### config.mk
export PLATFORM = sky130hd
export DESIGN_NAME = piso_tx_ctrl
export DESIGN_NICKNAME = d
export VERILOG_FILES = /design/src/rtl/piso_tx_ctrl.sv
export SDC_FILE = /design/constraint.sdc
export NUM_CORES = 1
export LEC_CHECK = 0
export CAP_MARGIN = 20
export CORE_AREA = 2 2 39 41
export DETAILED_ROUTE_END_ITERATION = 16
export DIE_AREA = 0 0 41 43
export PLACE_DENSITY = 0.83
export SYNTH_ARGS = -nofsm -noshare
export SYNTH_HDL_FRONTEND = slang
export SYNTH_SLANG_ARGS = --single-unit
### constraint.sdc
create_clock -name clk -period 2.61 [get_ports clk]
set_input_delay 0.522 -clock clk [delete_from_list [all_inputs] [get_ports clk]]
set_output_delay 0.522 -clock clk [all_outputs]
set_load 0.03 [all_outputs]
### src/rtl/piso_tx_ctrl.sv
// rtl/piso_tx_ctrl.sv - PISO transmit sequencer driving the TMR shift register
// Define PISO_TX_CTRL_TMR_EN to triplicate and majority-vote the controller state.
module piso_tx_ctrl #(
  parameter int width      = 4,
  parameter int BIT_CYCLES = 1
) (
  input  logic             clk,
  input  logic             rst,
  input  logic             in_valid,
  output logic             in_ready,
  input  logic [width-1:0] in_data,
  output logic             reg_enable,
  output logic             reg_load,
  output logic [1:0]       reg_mode,
  output logic [width-1:0] reg_parallel_in,
  input  logic             reg_serial_out,
  output logic             tx_data,
  output logic             tx_valid,
  output logic             tx_last,
  output logic             busy,
  output logic             done,
  output logic             ctrl_fault
);
  localparam int BW = $clog2(width);
  localparam int DW = (BIT_CYCLES > 1) ? $clog2(BIT_CYCLES) : 1;
  localparam logic [BW-1:0] LAST_BIT = BW'(width - 1);
  localparam logic [DW-1:0] LAST_DIV = DW'(BIT_CYCLES - 1);

  typedef enum logic [1:0] {IDLE = 2'd0, LOAD = 2'd1, SHIFT = 2'd2, DONE = 2'd3} state_t;

  // *_v is the (voted) current state, *_n the next state computed from it
  state_t           state_v, state_n;
  logic [width-1:0] hold_v, hold_n;
  logic [BW-1:0]    bit_v, bit_n;
  logic [DW-1:0]    div_v, div_n;
  logic             strobe;

  assign strobe = (state_v == SHIFT) && (div_v == LAST_DIV);

  always_comb begin
    state_n = state_v;
    hold_n  = hold_v;
    bit_n   = bit_v;
    div_n   = div_v;
    case (state_v)
      IDLE: begin
        if (in_valid) begin
          hold_n  = in_data;
          state_n = LOAD;
        end
      end
      LOAD: begin
        bit_n   = '0;
        div_n   = '0;
        state_n = SHIFT;
      end
      SHIFT: begin
        if (strobe) begin
          div_n = '0;
          bit_n = bit_v + 1'b1;
          if (bit_v == LAST_BIT) state_n = DONE;
        end else begin
          div_n = div_v + 1'b1;
        end
      end
      default: state_n = IDLE;
    endcase
  end

`ifdef PISO_TX_CTRL_TMR_EN
  state_t           state_a, state_b, state_c;
  logic [width-1:0] hold_a, hold_b, hold_c;
  logic [BW-1:0]    bit_cnt_a, bit_cnt_b, bit_cnt_c;
  logic [DW-1:0]    div_cnt_a, div_cnt_b, div_cnt_c;

  // All three copies take the voted next value, scrubbing a single upset in one cycle
  always_ff @(posedge clk) begin
    if (rst) begin
      state_a   <= IDLE;
      state_b   <= IDLE;
      state_c   <= IDLE;
      hold_a    <= '0;
      hold_b    <= '0;
      hold_c    <= '0;
      bit_cnt_a <= '0;
      bit_cnt_b <= '0;
      bit_cnt_c <= '0;
      div_cnt_a <= '0;
      div_cnt_b <= '0;
      div_cnt_c <= '0;
    end else begin
      state_a   <= state_n;
      state_b   <= state_n;
      state_c   <= state_n;
      hold_a    <= hold_n;
      hold_b    <= hold_n;
      hold_c    <= hold_n;
      bit_cnt_a <= bit_n;
      bit_cnt_b <= bit_n;
      bit_cnt_c <= bit_n;
      div_cnt_a <= div_n;
      div_cnt_b <= div_n;
      div_cnt_c <= div_n;
    end
  end

  assign state_v = state_t'((state_a & state_b) | (state_a & state_c) | (state_b & state_c));
  assign hold_v  = (hold_a & hold_b) | (hold_a & hold_c) | (hold_b & hold_c);
  assign bit_v   = (bit_cnt_a & bit_cnt_b) | (bit_cnt_a & bit_cnt_c) | (bit_cnt_b & bit_cnt_c);
  assign div_v   = (div_cnt_a & div_cnt_b) | (div_cnt_a & div_cnt_c) | (div_cnt_b & div_cnt_c);

  assign ctrl_fault = !rst && (
      (state_a != state_v) || (state_b != state_v) || (state_c != state_v) ||
      (hold_a != hold_v) || (hold_b != hold_v) || (hold_c != hold_v) ||
      (bit_cnt_a != bit_v) || (bit_cnt_b != bit_v) || (bit_cnt_c != bit_v) ||
      (div_cnt_a != div_v) || (div_cnt_b != div_v) || (div_cnt_c != div_v));
`else
  state_t           state_q;
  logic [width-1:0] hold_q;
  logic [BW-1:0]    bit_cnt_q;
  logic [DW-1:0]    div_cnt_q;

  always_ff @(posedge clk) begin
    if (rst) begin
      state_q   <= IDLE;
      hold_q    <= '0;
      bit_cnt_q <= '0;
      div_cnt_q <= '0;
    end else begin
      state_q   <= state_n;
      hold_q    <= hold_n;
      bit_cnt_q <= bit_n;
      div_cnt_q <= div_n;
    end
  end

  assign state_v    = state_q;
  assign hold_v     = hold_q;
  assign bit_v      = bit_cnt_q;
  assign div_v      = div_cnt_q;
  assign ctrl_fault = 1'b0;
`endif

  // Outputs are decoded from registered state and forced quiet while rst is high
  assign in_ready        = (state_v == IDLE) && !rst;
  assign busy            = !rst && (state_v != IDLE);
  assign done            = !rst && (state_v == DONE);
  assign reg_load        = !rst && (state_v == LOAD);
  assign reg_enable      = !rst && ((state_v == LOAD) || strobe);
  assign reg_mode        = 2'b10;
  assign reg_parallel_in = rst ? '0 : hold_v;
  assign tx_valid        = !rst && strobe;
  assign tx_data         = tx_valid && reg_serial_out;
  assign tx_last         = tx_valid && (bit_v == LAST_BIT);

endmodule

### Routing congestion, run 1

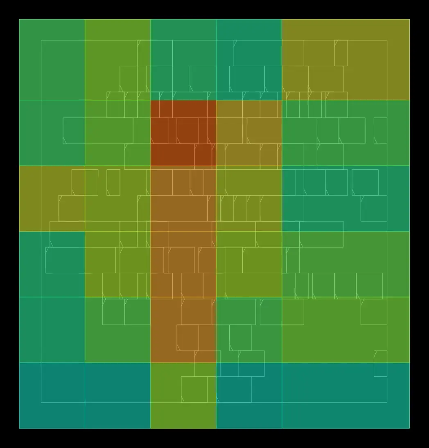
Total Routing Usage GR: 0.143
Wirelength per Cell: 9.88 um

### Register map, names as in the netlist, run 1

(12 px per um) Other sequential cells in the stronger grey, the rest of the logic in the fainter grey.
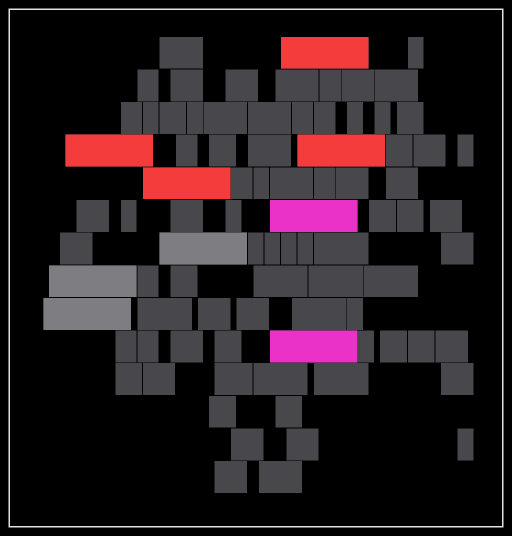
| name in the netlist | colour | sequential cells |
|---|---|---|
| hold_q | red | 4 |
| state_q | magenta | 2 |
not coloured: 3

==> qor.txt, run 1 <==
Async SR Flop Fraction = 0
Final setup violation count = 0
Layout Area Growth over Synthesis = 32.4%
Crit-path leading delay family = buffers and inverters
Worst setup EP type = output pin
Chip width = 41 um
Post-Syn Area = 556 um2
Vias per cell = 4.74
CP Buf/Inv Count = 2
Yosys chip area = 556 um2
Worst-path clk slew = 0.05 ns
HP Class = reg -> reg
Number of top-level pins = 23
Routability Congestion = 0.702
CTS root buf = clkbuf_4
Final Max Slew Viols = 0
Syn Inst Count = 67
Post-CTS Resized = 0
Unique masters post-synth = 23
Late-Pin Clk Latency = 0.26 ns
RSZ-0062 raised after global routing = no
Pwr/cell area = 910 nW/um2
Pre-Repair DR Iteration Count = 3
Initial antenna violation count = 0
Shortest period the worst path allows = 2.14 ns
Yosys warns = 0
Die height = 43 um
Max Cap Viol = 0
Yosys Instances = 67
Post-synth top cells = 9 x dfxtp_1, 7 x nand2_1, 7 x nor2b_1
Largest net degree at the start of global routing = 14
Final hold vios = 0
Leading area contributor after synthesis = dfxtp_1
Die Area = 1760 um2
Final ANT Viol Nets = 0
Fin Clk Skew = 0.00742 ns
CP max stage delay = 0.50 ns
CTS tree = yes
Syn Area/Cell = 8.29 um2
DRC Markers = 0
CTS Sinks = 9
Outcome = completed
Post-CTS Setup Inserts = 0
Flip-flops with a built-in enable = 0
CP Max Fanout = 6
### Close-up of the layout, run 1

Region (21, 1) to (41, 21) um. Cells in grey, sequential cells in the stronger grey; small squares are vias.
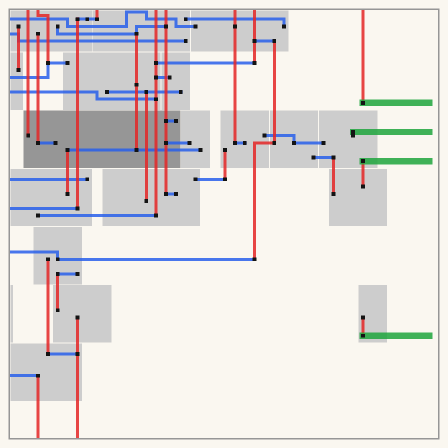
| layer | colour |
|---|---|
| metal 1 | blue |
| metal 2 | red |
| metal 3 | green |
sequential cells in the window: 1
cells with their middle in the window: 17
most frequent: ha_1 (4), buf_4 (3), inv_1 (2)
netlist names of flops here include: state_q (1)

==> run 1: stage by stage <==
stage / setup slack (ns) / cell area, um2 / util / power, mW / std cells
after CTS: 0.438 / 736 / 0.532 / 0.681 / 102
after global routing: 0.400 / 736 / 0.532 / 0.732 / 102
after global placement: 0.459 / 709 / 0.513 / 0.561 / 98
after floorplan: 0.532 / 559 / - / 0.470 / 68
after detailed placement: 0.440 / 709 / 0.513 / 0.573 / 98
final: 0.473 / 736 / 0.532 / 0.670 / 102
==> run 1: flip-flops by register name, summed over array words and instances (netlist names) <==
signal	flops
hold_q	4
state_q	2
bit_cnt_q	2
div_cnt_q	1
==> run 1: routing by layer <==
| layer | GRT usage | part of all wire | wire length [um] | vias to the layer above |
|---|---|---|---|---|
| li1 | - | - | - | 252 |
| met1 | 0.167 | 0.41 | 416 | 219 |
| met2 | 0.200 | 0.53 | 531 | 12 |
| met3 | 0.0942 | 0.060 | 60 | 0 |
| met4 | 0.0600 | 0 | 0 | 0 |
| met5 | 0 | 0 | 0 | - |
==> run 1: path summary, 6_finish.rpt <==
kind                                     end  cells past startpoint  startpoint  slack, ns
worst max-delay path                 tx_data                      4         rst       0.47
worst max register to register  bit_cnt_q[1]                      5  state_q[1]       1.22
worst min-delay path               hold_q[2]                      2   hold_q[2]       0.45
worst min register to register     hold_q[2]                      2   hold_q[2]       0.45
==> run 1: cell families (layout without fill, tap and decap cells) <==
logic type | Yosys count | in the layout | share of synthesized area
multiplexers | 1 | 1 | 0.0180
adder cells (fa/ha/maj) | 6 | 6 | 0.135
AND/OR/NAND/NOR | 29 | 29 | 0.295
flip-flops | 9 | 9 | 0.324
AND-OR/OR-AND | 10 | 10 | 0.119
other | 2 | 3 | 0.0135
buffers and inverters | 10 | 28 | 0.0946
==> run 1: final cells by class <==
class                   instances  area (um2)
repair buffers                 20         168
clock buffers                   4        26.3
well taps                      16        20.0
fillers                       134         648
inverters                       4        15.0
multi-input cells              49         327
flip-flops and latches          9         180
==> run 1: report_power, final <==
part	internal (mW)	switching, mW
Combinational	0.158	0.219
Sequential	0.167	0.0218
Clock	0.0587	0.0457
==> run 1: worst register-to-register path, delay by kind of cell, from the launching register on <==
| kind | cells | cell delay [ns] |
|---|---|---|
| compound gates | 2 | 0.41 |
| fa+ha+maj | 1 | 0.32 |
| buf+inv | 1 | 0.09 |
| flops | 1 | 0.40 |
| simple gates | 1 | 0.11 |
==> run 1: cells in the final DEF (no fill, tap or decap), types with 2 or more instances in the layout <==
cell / synthesis / routed
buf_4: 3 / 13
nand2_1: 7 / 7
nor2b_1: 7 / 7
inv_1: 3 / 3
nand2b_1: 3 / 3
dfxtp_1: 9 / 9
and2_1: 2 / 2
a21oi_1: 6 / 6
conb_1: 2 / 3
nand3_1: 5 / 5
clkdlybuf4s50_1: 0 / 7
clkbuf_4: 0 / 3
ha_1: 6 / 6
### Routed metal, one colour a layer, run 1

(8 px per um)
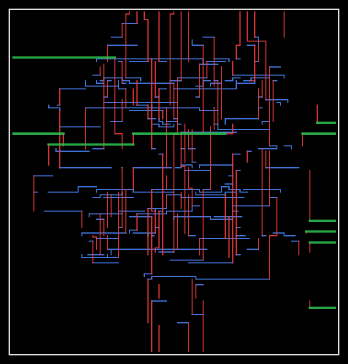

--- run 2 (diff from run 1) ---
--- a/config.mk
+++ b/config.mk
@@ -6,10 +6,9 @@
 export NUM_CORES = 1
 export LEC_CHECK = 0
 export CAP_MARGIN = 20
-export CORE_AREA = 2 2 39 41
+export CORE_UTILIZATION = 40
 export DETAILED_ROUTE_END_ITERATION = 16
-export DIE_AREA = 0 0 41 43
-export PLACE_DENSITY = 0.83
+export PLACE_DENSITY = 0.81
 export SYNTH_ARGS = -nofsm -noshare
 export SYNTH_HDL_FRONTEND = slang
 export SYNTH_SLANG_ARGS = --single-unit
==> constraint.sdc (replaced) <==
create_clock -name clk -period 2.1 [get_ports clk]
set_input_delay 0.42 -clock clk [delete_from_list [all_inputs] [get_ports clk]]
set_output_delay 0.42 -clock clk [all_outputs]
set_load 0.03 [all_outputs]
### Routed metal, one colour a layer, run 2

(10 px per um)
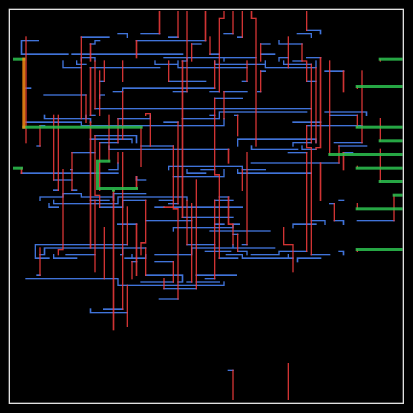
| layer | colour | wire length |
|---|---|---|
| metal 4 | orange | 6.80 um |
| metal 3 | green | 57.2 um |
| metal 1 | blue | 525 um |
| metal 2 | red | 465 um |

### Clock wires, drivers and flops, run 2

(8 px per um)
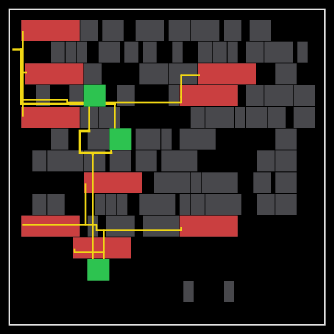
[flip-flops] red | count: 9
[clock drivers] green | count: 3
[clock wires] yellow | length: 123 um
routed clock nets: 4
clock share of power: 0.157
Clock group: 132 uW
Late-Pin Clk Latency: 0.26 ns
Fin Clk Skew: 0.00154 ns

### Close-up of the layout, run 2

Region (19, 0) to (39, 20) um. Cells in grey, sequential cells in the stronger grey; small squares are vias.
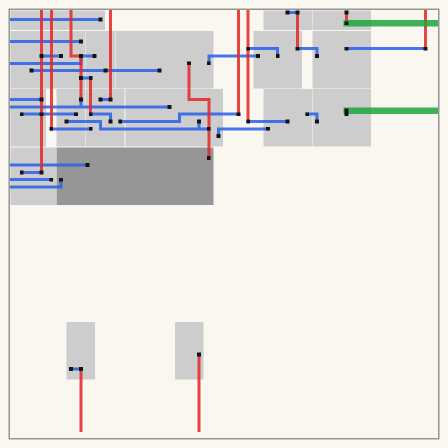
| layer | colour |
|---|---|
| metal 1 | blue |
| metal 2 | red |
| metal 3 | green |
cells with their middle in the window: 13
sequential cells in the window: 1
netlist names of flops here include: state_q (1)
most frequent: ha_1 (3)

==> qor.txt, run 2 <==
Outcome = completed (unchanged)
CTS root buf = clkbuf_4 (unchanged)
HP Class = reg -> reg (unchanged)
R2R setup slack = 0.70 ns (was 1.22 ns)
Worst Hold End = hold_q[2] (unchanged)
Total Routing Usage GR = 0.150 (was 0.143)
Reg power frac = 0.280 (was 0.282)
Final Max Slew Viols = 0 (unchanged)
Layout Area Growth over Synthesis = 32.2% (was 32.4%)
Wirelength per Cell = 10.4 um (was 9.88 um)
Largest Register = hold_q (unchanged)
Mux share = 0.0180 (unchanged)
Syn Inst Count = 67 (unchanged)
CTS tree = yes (unchanged)
Post-CTS Resized = 0 (unchanged)
Final hold vios = 0 (unchanged)
CTS Sinks = 9 (unchanged)
Unique masters post-synth = 23 (unchanged)
Vias per cell = 4.61 (was 4.74)
Top Registers = hold_q: 4 flops, bit_cnt_q: 2 flops, state_q: 2 flops (unchanged)
Yosys chip area = 556 um2 (unchanged)
Die height = 39.3 um (was 43 um)
Largest non-sequential cell family by area = simple AND/OR/NAND/NOR gates (unchanged)
Post-CTS Setup Inserts = 0 (unchanged)
Worst setup EP type = output pin (unchanged)
RSZ-0062 raised after global routing = no (unchanged)
Post-synth top cells = 9 x dfxtp_1, 7 x nand2_1, 7 x nor2b_1 (unchanged)
Chip width = 39.3 um (was 41 um)
Final setup violation count = 0 (unchanged)
Switching Fraction = 0.431 (was 0.427)
Complex Gates by Area = 0.119 (unchanged)
Synth Area in Adders = 0.135 (unchanged)
Syn Area/Cell = 8.29 um2 (unchanged)
Leading area contributor after synthesis = dfxtp_1 (unchanged)
Fillcell total = 121 (was 134)
Final total power = 839 uW (was 670 uW)
Pre-Repair DR Iteration Count = 4 (was 3)
run 2: cell counts in the layout (fill, tap and decap cells not counted):
Identical to the previous run, type by type.
run 2: layout make-up:
class | count | area (um2) | share of cell area
flip-flops and latches | 9 | 180 | 0.245
inverters | 4 | 15.0 | 0.0204
multi-input cells | 49 | 327 | 0.445
well taps | 15 | 18.8 | 0.0256
clock buffers | 4 | 26.3 | 0.0358
repair buffers | 20 | 168 | 0.228
run 2: worst max path at each step:
stage                from  endpoint  slack [ns]  cells after the start
5_1_grt        state_q[0]   tx_data        0.02                      5
3_5_place_dp          rst   tx_last        0.17                      4
3_3_place_gp          rst   tx_last        0.20                      4
4_1_cts        state_q[0]   tx_last        0.13                      5
6_report       state_q[0]   tx_last        0.15                      5
2_1_floorplan  state_q[0]   tx_data        0.16                      4
run 2: power groups by stage:
stage               clock [mW]  combinational, mW  sequential, mW
floorplan                    0              0.352           0.232
global placement             0              0.464           0.236
detailed placement           0              0.471           0.238
CTS                      0.138              0.470           0.234
global route             0.145              0.517           0.240
finish                   0.132              0.472           0.235
run 2: cell families (layout without fill, tap and decap cells):
family / Yosys count / count (layout)
other: 2 / 3
buffers and inverters: 10 / 28
adders and majority gates: 6 / 6
DFF: 9 / 9
AOI/OAI and AO/OA: 10 / 10
and+or+nand+nor: 29 / 29
muxes: 1 / 1
run 2: through the flow:
stage	cells	instance area, um2	utilization	worst slack, ns
after CTS	101	734	0.564	0.132
after global routing	101	734	0.564	0.0177
after global placement	97	708	0.544	0.197
after detailed placement	97	708	0.544	0.173
after floorplan	68	559	-	0.161
final	101	734	0.564	0.150
run 2: metal layers:
layer | global-route usage | vias to the layer above | part of all wire
met5 | 0 | - | 0
met4 | 0.103 | 0 | 0.0057
met3 | 0.0170 | 2 | 0.054
met2 | 0.225 | 15 | 0.44
met1 | 0.197 | 196 | 0.50
li1 | - | 253 | -
run 2: critical path, cell delays in order, from the launching register on:
cell and delay (ns):
dfxtp_1 0.33, inv_1 0.13, ha_1 0.23, nor3b_2 0.27, and2_1 0.16, buf_4 0.15
--- run 3 (diff from run 2) ---
--- a/config.mk
+++ b/config.mk
@@ -8,6 +8,7 @@
 export CAP_MARGIN = 20
 export CORE_UTILIZATION = 40
 export DETAILED_ROUTE_END_ITERATION = 16
+export GPL_ROUTABILITY_DRIVEN = 0
 export PLACE_DENSITY = 0.81
 export SYNTH_ARGS = -nofsm -noshare
 export SYNTH_HDL_FRONTEND = slang
### Clock wires, drivers and flops, run 3

(8 px per um)
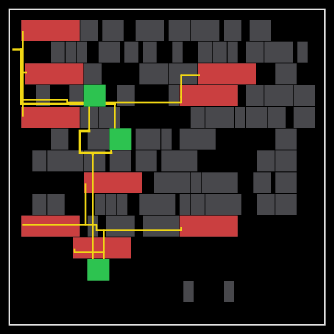
[flip-flops] red | count: 9
[clock wires] yellow | length: 123 um
[clock drivers] green | count: 3
routed clock nets: 4

### Close-up of the layout, run 3

Region (19, 0) to (39, 20) um. Cells in grey, sequential cells in the stronger grey; small squares are vias.
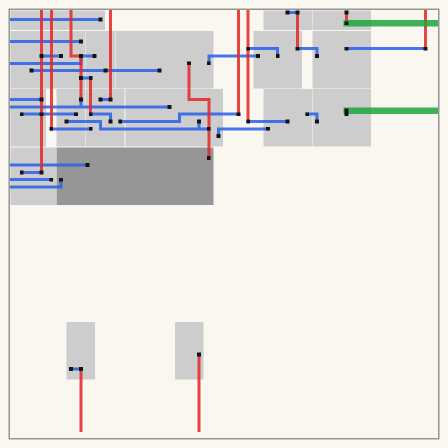
| layer | colour |
|---|---|
| metal 2 | red |
| metal 3 | green |
| metal 1 | blue |
netlist names of flops here include: state_q (1)
sequential cells in the window: 1
most frequent: ha_1 (3)
cells with their middle in the window: 13

### Routing congestion, run 3

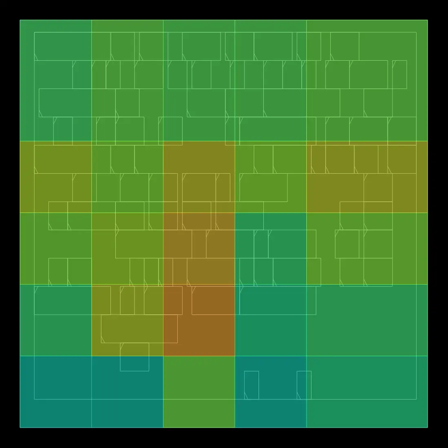
Total Routing Usage GR: 0.150
GRT met1 Usage: 0.197
Wirelength per Cell: 10.4 um
met2 GRT Util: 0.225
most used routing layer: met2

==> qor.txt, run 3 <==
Largest register FFs = 4 (unchanged)
Yosys chip area = 556 um2 (unchanged)
Comb pwr share = 0.563 (about the same)
Pint = 477 uW (unchanged)
Final total power = 839 uW (unchanged)
Routed wl met3 = 57 um (unchanged)
CTS root buf = clkbuf_4 (unchanged)
Fin Clk Skew = 0.00154 ns (unchanged)
Final setup violation count = 0 (unchanged)
Yosys warns = 0 (unchanged)
Worst-path clk slew = 0.06 ns (about the same)
CP max-delay cell = dfxtp_1 (unchanged)
Final hold vios = 0 (unchanged)
CP Max Fanout = 4 (unchanged)
CTS Sinks = 9 (unchanged)
Post-synth top cells = 9 x dfxtp_1, 7 x nand2_1, 7 x nor2b_1 (unchanged)
Switching Fraction = 0.431 (unchanged)
CP cell instances = inv_1, ha_1, nor3b_2, and2_1, buf_4 (unchanged)
Outcome = completed (unchanged)
Pre-Repair DR Iteration Count = 4 (unchanged)
Pwr/cell area = 1140 nW/um2 (unchanged)
Net Sw Power = 362 uW (unchanged)
R2R setup slack = 0.70 ns (about the same)
Number of top-level pins = 23 (unchanged)
Worst setup EP type = output pin (unchanged)
Flip-flops with a built-in enable = 0 (unchanged)
Met2 wire len = 465 um (unchanged)
Most numerous logic cell after layout = buf_4 (unchanged)
Largest Register = hold_q (unchanged)
Clock share of power = 0.157 (about the same)
Async SR Flop Fraction = 0 (unchanged)
Largest net degree at the start of global routing = 16 (unchanged)
Vias per cell = 4.61 (unchanged)
Final ANT Viol Nets = 0 (unchanged)
RSZ-0062 raised after global routing = no (unchanged)
Yosys Instances = 67 (unchanged)
HP Class = reg -> reg (unchanged)
Unique masters post-synth = 23 (unchanged)
Worst hold path depth = 2 (unchanged)
Post-CTS Setup Inserts = 0 (unchanged)
run 3: cell counts in the layout (fill, tap and decap cells not counted):
No cell type changed its count.
run 3: stage by stage:
step            util  worst slack [ns]  cell area [um2]
3_5_place_dp   0.544             0.173              708
6_report       0.564             0.150              734
2_1_floorplan      -             0.161              559
4_1_cts        0.564             0.132              734
5_1_grt        0.564            0.0177              734
3_3_place_gp   0.544             0.197              708
run 3: worst max-delay path, delay by kind of cell, from the launching register on:
| kind | cells | cell delay, ns |
|---|---|---|
| adders and majority gates | 1 | 0.23 |
| buffers and inverters | 2 | 0.28 |
| DFF | 1 | 0.33 |
| and+or+nand+nor | 2 | 0.43 |
run 3: metal layers:
layer | up-vias | GRT usage
li1 | 253 | -
met1 | 196 | 0.197
met2 | 15 | 0.225
met3 | 2 | 0.0170
met4 | 0 | 0.103
met5 | - | 0
run 3: cells by family after synthesis:
group	synth area share
muxes	0.0180
and+or+nand+nor	0.295
AOI/OAI and AO/OA	0.119
adders and majority gates	0.135
buffers and inverters	0.0946
DFF	0.324
other	0.0135
run 3: worst paths after layout:
| kind | start | endpoint |
|---|---|---|
| max | state_q[0] | tx_last |
| min reg2reg | hold_q[2] | hold_q[2] |
| max reg2reg | state_q[1] | bit_cnt_q[0] |
| min | hold_q[2] | hold_q[2] |
run 3: power by group through the flow:
| stage | sequential, mW | combinational [mW] | clock, mW |
|---|---|---|---|
| 2_1_floorplan | 0.232 | 0.352 | 0 |
| 3_3_place_gp | 0.236 | 0.464 | 0 |
| 3_5_place_dp | 0.238 | 0.471 | 0 |
| 4_1_cts | 0.234 | 0.470 | 0.138 |
| 5_1_grt | 0.240 | 0.517 | 0.145 |
| 6_report | 0.235 | 0.472 | 0.132 |
run 3: layout make-up:
class,instances,area (um2)
fill,121,567
multi-input combinational,49,327
sequential,9,180
timing repair buffer,20,168
clock buffer,4,26.3
tap,15,18.8
inverter,4,15.0
Power is estimated from default activity; no workload was simulated.
